## config.mk

```make
export PLATFORM = sky130hd
export DESIGN_NAME = pp_accum_multiplier
export DESIGN_NICKNAME = d
export VERILOG_FILES = /design/src/rtl/pp_accum_multiplier.sv
export SDC_FILE = /design/constraint.sdc
export NUM_CORES = 1
export LEC_CHECK = 0
export CAP_MARGIN = 20
export CELL_PAD_IN_SITES_DETAIL_PLACEMENT = 1
export CELL_PAD_IN_SITES_GLOBAL_PLACEMENT = 1
export CORE_ASPECT_RATIO = 0.6
export CORE_MARGIN = 2
export CORE_UTILIZATION = 40
export DETAILED_ROUTE_END_ITERATION = 10
export PLACE_DENSITY_LB_ADDON = 0.1
export SYNTH_ARGS = -nofsm -noshare
export SYNTH_HDL_FRONTEND = slang
export SYNTH_SLANG_ARGS = --single-unit
```

## constraint.sdc

```tcl
create_clock -name clk -period 5.5 [get_ports clk]
set_clock_uncertainty 0.2 [all_clocks]
set_input_delay 1.1 -clock clk [delete_from_list [all_inputs] [get_ports clk]]
set_output_delay 1.1 -clock clk [all_outputs]
set_load 0.01 [all_outputs]
```

## src/rtl/pp_accum_multiplier.sv

```systemverilog
// Purpose : sequential unsigned shift-add multiplier, one AND partial-product row accumulated per RUN cycle.
// Latency : out_valid appears WIDTH edges after the accept edge; one operation per WIDTH+2 cycles with out_ready held high.
// Backpressure: product and out_valid hold in DONE until out_ready; in_ready stays low until the cycle after the handshake.
//
// Ports:
//   clk        rising-edge clock
//   rst_n      synchronous active-low reset; aborts any operation in flight
//   in_valid   operands a/b valid          in_ready   high only in IDLE
//   a, b       unsigned WIDTH-bit operands captured at accept
//   out_valid  high only in DONE           out_ready  consumer takes product
//   product    registered 2*WIDTH-bit a*b, held until next completion or reset
//   busy       high in RUN or DONE

module pp_accum_multiplier #(
   parameter int WIDTH = 8
) (
   input  logic                 clk,
   input  logic                 rst_n,
   input  logic                 in_valid,
   output logic                 in_ready,
   input  logic [WIDTH-1:0]     a,
   input  logic [WIDTH-1:0]     b,
   output logic                 out_valid,
   input  logic                 out_ready,
   output logic [2*WIDTH-1:0]   product,
   output logic                 busy
);

   localparam int PW = 2 * WIDTH;
   // One extra bit so the counter can step past WIDTH-1 without wrapping.
   localparam int CW = $clog2(WIDTH) + 1;
   localparam logic [CW-1:0] LAST_CNT = CW'(WIDTH - 1);

   typedef enum logic [1:0] {
      IDLE = 2'd0,
      RUN  = 2'd1,
      DONE = 2'd2
   } state_t;

   state_t            state;
   state_t            state_nxt;

   logic [WIDTH-1:0]  mcand;
   logic [WIDTH-1:0]  mplier;
   logic [PW-1:0]     acc;
   logic [PW-1:0]     product_q;
   logic [CW-1:0]     cnt;

   logic              accept;
   logic              run_step;
   logic              last_step;
   logic [WIDTH-1:0]  pp_row;
   logic [PW-1:0]     pp_shifted;
   logic [PW-1:0]     acc_sum;

   // ------------------------------------------------------------------
   // State register
   // ------------------------------------------------------------------
   always_ff @(posedge clk) begin
      if (!rst_n) begin
         state <= IDLE;
      end else begin
         state <= state_nxt;
      end
   end

   // ------------------------------------------------------------------
   // Next-state and handshake outputs
   // ------------------------------------------------------------------
   always_comb begin
      state_nxt = state;
      in_ready  = 1'b0;
      out_valid = 1'b0;
      busy      = 1'b0;
      accept    = 1'b0;
      run_step  = 1'b0;
      last_step = 1'b0;

      case (state)
         IDLE: begin
            in_ready = 1'b1;
            if (in_valid) begin
               accept    = 1'b1;
               state_nxt = RUN;
            end
         end

         RUN: begin
            busy     = 1'b1;
            run_step = 1'b1;
            // No early-out: all WIDTH multiplier bits are processed even when zero.
            if (cnt == LAST_CNT) begin
               last_step = 1'b1;
               state_nxt = DONE;
            end
         end

         DONE: begin
            busy      = 1'b1;
            out_valid = 1'b1;
            // Return to IDLE only; the next accept happens one cycle later.
            if (out_ready) begin
               state_nxt = IDLE;
            end
         end

         default: begin
            state_nxt = IDLE;
         end
      endcase
   end

   // ------------------------------------------------------------------
   // Partial-product row: mplier is shifted right each step, so bit 0
   // always holds the multiplier bit that matches the current cnt.
   // ------------------------------------------------------------------
   always_comb begin
      pp_row     = mcand & {WIDTH{mplier[0]}};
      pp_shifted = {{WIDTH{1'b0}}, pp_row} << cnt;
      acc_sum    = acc + pp_shifted;
   end

   // ------------------------------------------------------------------
   // Datapath registers
   // ------------------------------------------------------------------
   always_ff @(posedge clk) begin
      if (!rst_n) begin
         mcand     <= '0;
         mplier    <= '0;
         acc       <= '0;
         cnt       <= '0;
         product_q <= '0;
      end else begin
         if (accept) begin
            mcand  <= a;
            mplier <= b;
            acc    <= '0;
            cnt    <= '0;
         end
         if (run_step) begin
            acc    <= acc_sum;
            mplier <= mplier >> 1;
            cnt    <= cnt + CW'(1);
         end
         // The final row is folded in on the same edge the result is published.
         if (last_step) begin
            product_q <= acc_sum;
         end
      end
   end

   assign product = product_q;

   // ------------------------------------------------------------------
   // Protocol properties
   // ------------------------------------------------------------------
   property p_hold_under_backpressure;
      @(posedge clk) disable iff (!rst_n)
         (out_valid && !out_ready) |=> (out_valid && $stable(product));
   endproperty
   a_hold_under_backpressure : assert property (p_hold_under_backpressure);

   property p_ready_valid_exclusive;
      @(posedge clk) disable iff (!rst_n)
         !(in_ready && out_valid);
   endproperty
   a_ready_valid_exclusive : assert property (p_ready_valid_exclusive);

endmodule

```

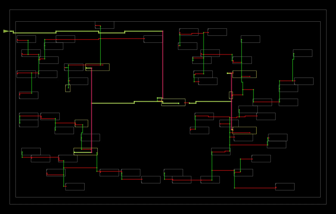
*Clock wiring as the flow saved it*
number of clock buffer instances in the layout: 7
clock latency on the worst-skew pair: 0.30 ns
CTS buffer count: 5
sequential cell count: 54
TritonCTS sink count: 54

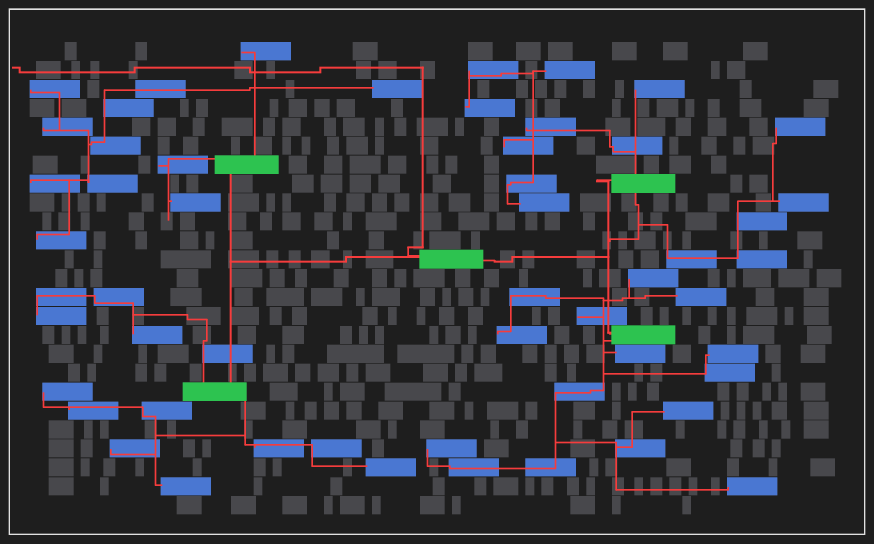
*Clock network drawn from the DEF*
Green shows clock drivers, count 5. Red shows clock wires, length 780 µm. Blue shows flip-flops, count 54.
Position of the flops: spread over the die. There are 6 routed clock nets.

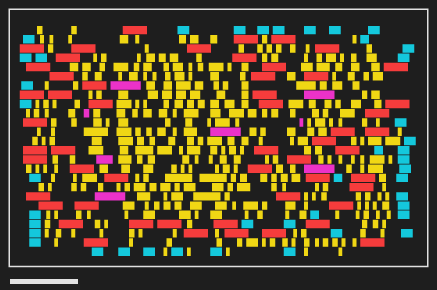
*Placement by cell class*
Bar = 20 µm.
Red shows flops, cells 54, share of their area 28%. Yellow shows combinational and other logic, cells 354, share of their area 57%. Magenta shows clock drivers and dummy loads, cells 8, share of their area 3.9%. Cyan shows other buffers and delay cells, cells 42, share of their area 11%.

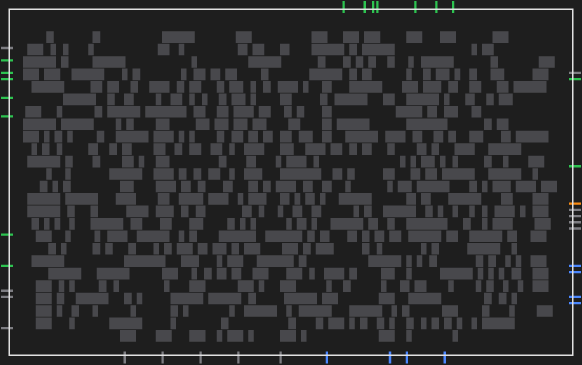
*Pin map*
Pins as bars across the die edge, other pins in gray.
Green shows `product`, pins 16, direction output, edge 7 left, 7 top, 2 right. Blue shows `b`, pins 8, direction input, edge 4 right, 4 bottom. Orange shows `out_valid`, pins 1, direction output, edge right.
All pins by edge: 12 right, 11 left, 9 bottom, 7 top.

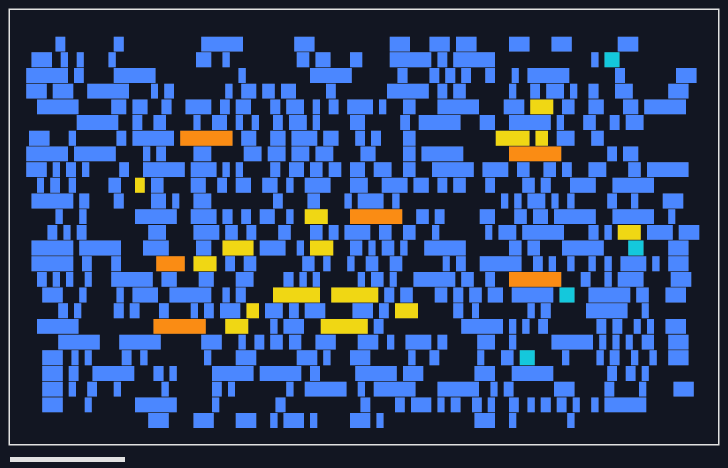
*Sizing map*
Bar = 20 µm.
Cyan shows _3 and _4 cells, cells 4, share 0.87%. Orange shows _6 and larger, cells 6, share 1.3%. Yellow shows _2 cells, cells 15, share 3.3%. Blue shows _0 and _1 cells, cells 433, share 95%.

==> impl_metrics.py <==
# Physical implementation metrics
metrics = {
    "critical_path": {
        "r2r_setup_slack_ns": 1.33,
        "cp_data_required_time_ns": 5.53,
        "start_kind": "register",
        "slowest_stage": "dfxtp_1",
        "critical_path.endpoint": "product[14]",
        "cp_data_arrival_time_ns": 4.20,
        "timing.critical_path.from": "cnt[0]",
        "path_delay_family": "AND-OR/OR-AND gates",
    },
    "place": {
        "dp_cells": 558,
        "place_congestion": 0.850,
    },
    "synth": {
        "yosysChipArea_um2": 3390,
        "synth-async-reset-ratio": 0,
        "ys_cells": 438,
        "post_synthesis_area_per_instance_um2": 7.73,
        "yosys.stat.seqShare": 0.319,
        "mapped_nets": 478,
        "synth-xor-area-share": 0.0233,
        "synth.comb.largest_family": "simple AND/OR/NAND/NOR gates",
        "common_cells": "67 x nand2_1, 54 x dfxtp_1, 51 x a21oi_1",
        "synth.top_cells.by_area": "dfxtp_1 32%, a21oi_1 7.5%, nand2_1 7.4%",
        "synth-adder-area-share": 0.0761,
        "syn-cell-area_um2": 3390,
        "yosys_warn_count": 0,
        "post_synth_edffs": 0,
        "netlist.top_cell.by_instances": "nand2_1",
        "synth_cell_type_count": 48,
        "mux_share": 0.0754,
    },
    "sta": {
        "timing.final.crit_period_ns": 4.17,
        "finalCritPeriodShare": 0.759,
        "postLayoutSetupSlackWorst_ns": 1.33,
        "final_hold_viol_count": 0,
    },
    "pwr": {
        "power-per-cell-area_nw_per_um2": 225,
    },
    "final_layout": {
        "final_layout_top_logic_cells": "67 x nand2_1, 54 x dfxtp_1, 51 x a21oi_1",
        "post_route_cells_drive_above_1_share": 0.0546,
        "area_growth_pct": 16.8,
    },
    "flow_run": {
        "openroad.warnings": 28,
    },
    "global_routing": {
        "grt_first_pass_wirelength_um": 16400,
        "antenna_found_initial": 0,
        "gr-total-overflow": 0,
        "grt_pass1_vias": 3107,
    },
    "hold_path": {
        "worst_hold_path_type": "reg -> reg",
    },
    "outcome": {
        "run_status": "finished clean",
    },
    "route": {
        "initialDrtViolationCount": 258,
        "drt_wl_total_um": 9890,
        "detail_route.drc_violations": 0,
    },
    "clock_network": {
        "tritoncts_clock_tree": "yes",
        "postCtsResizedCells": 0,
        "cts.reportedPaths.clkPinSlew_ns": 0.07,
    },
    "die": {
        "core_um2": 8040,
    },
}
layout make-up:
cell class	instances	area, µm²
fillers	999	4080
clock buffers	7	143
well taps	108	135
inverters	10	37.5
multi-input cells	344	2150
clock inverters	1	5.00
repair buffers	42	410
flip-flops and latches	54	1080
routing by layer:
| layer | global-route usage | vias up | share of wire |
|---|---|---|---|
| li1 | - | 1608 | - |
| met1 | 0.345 | 1583 | 0.53 |
| met2 | 0.338 | 75 | 0.41 |
| met3 | 0.0402 | 10 | 0.048 |
| met4 | 0.0536 | 0 | 0.0096 |
| met5 | 0 | - | 0 |
power breakdown:
group	internal [mW]	switching, mW	total (mW)
logic	0.0552	0.0847	0.140
clock network	0.181	0.146	0.328
registers	0.404	0.0209	0.425
Power and IR drop assume default switching activity.
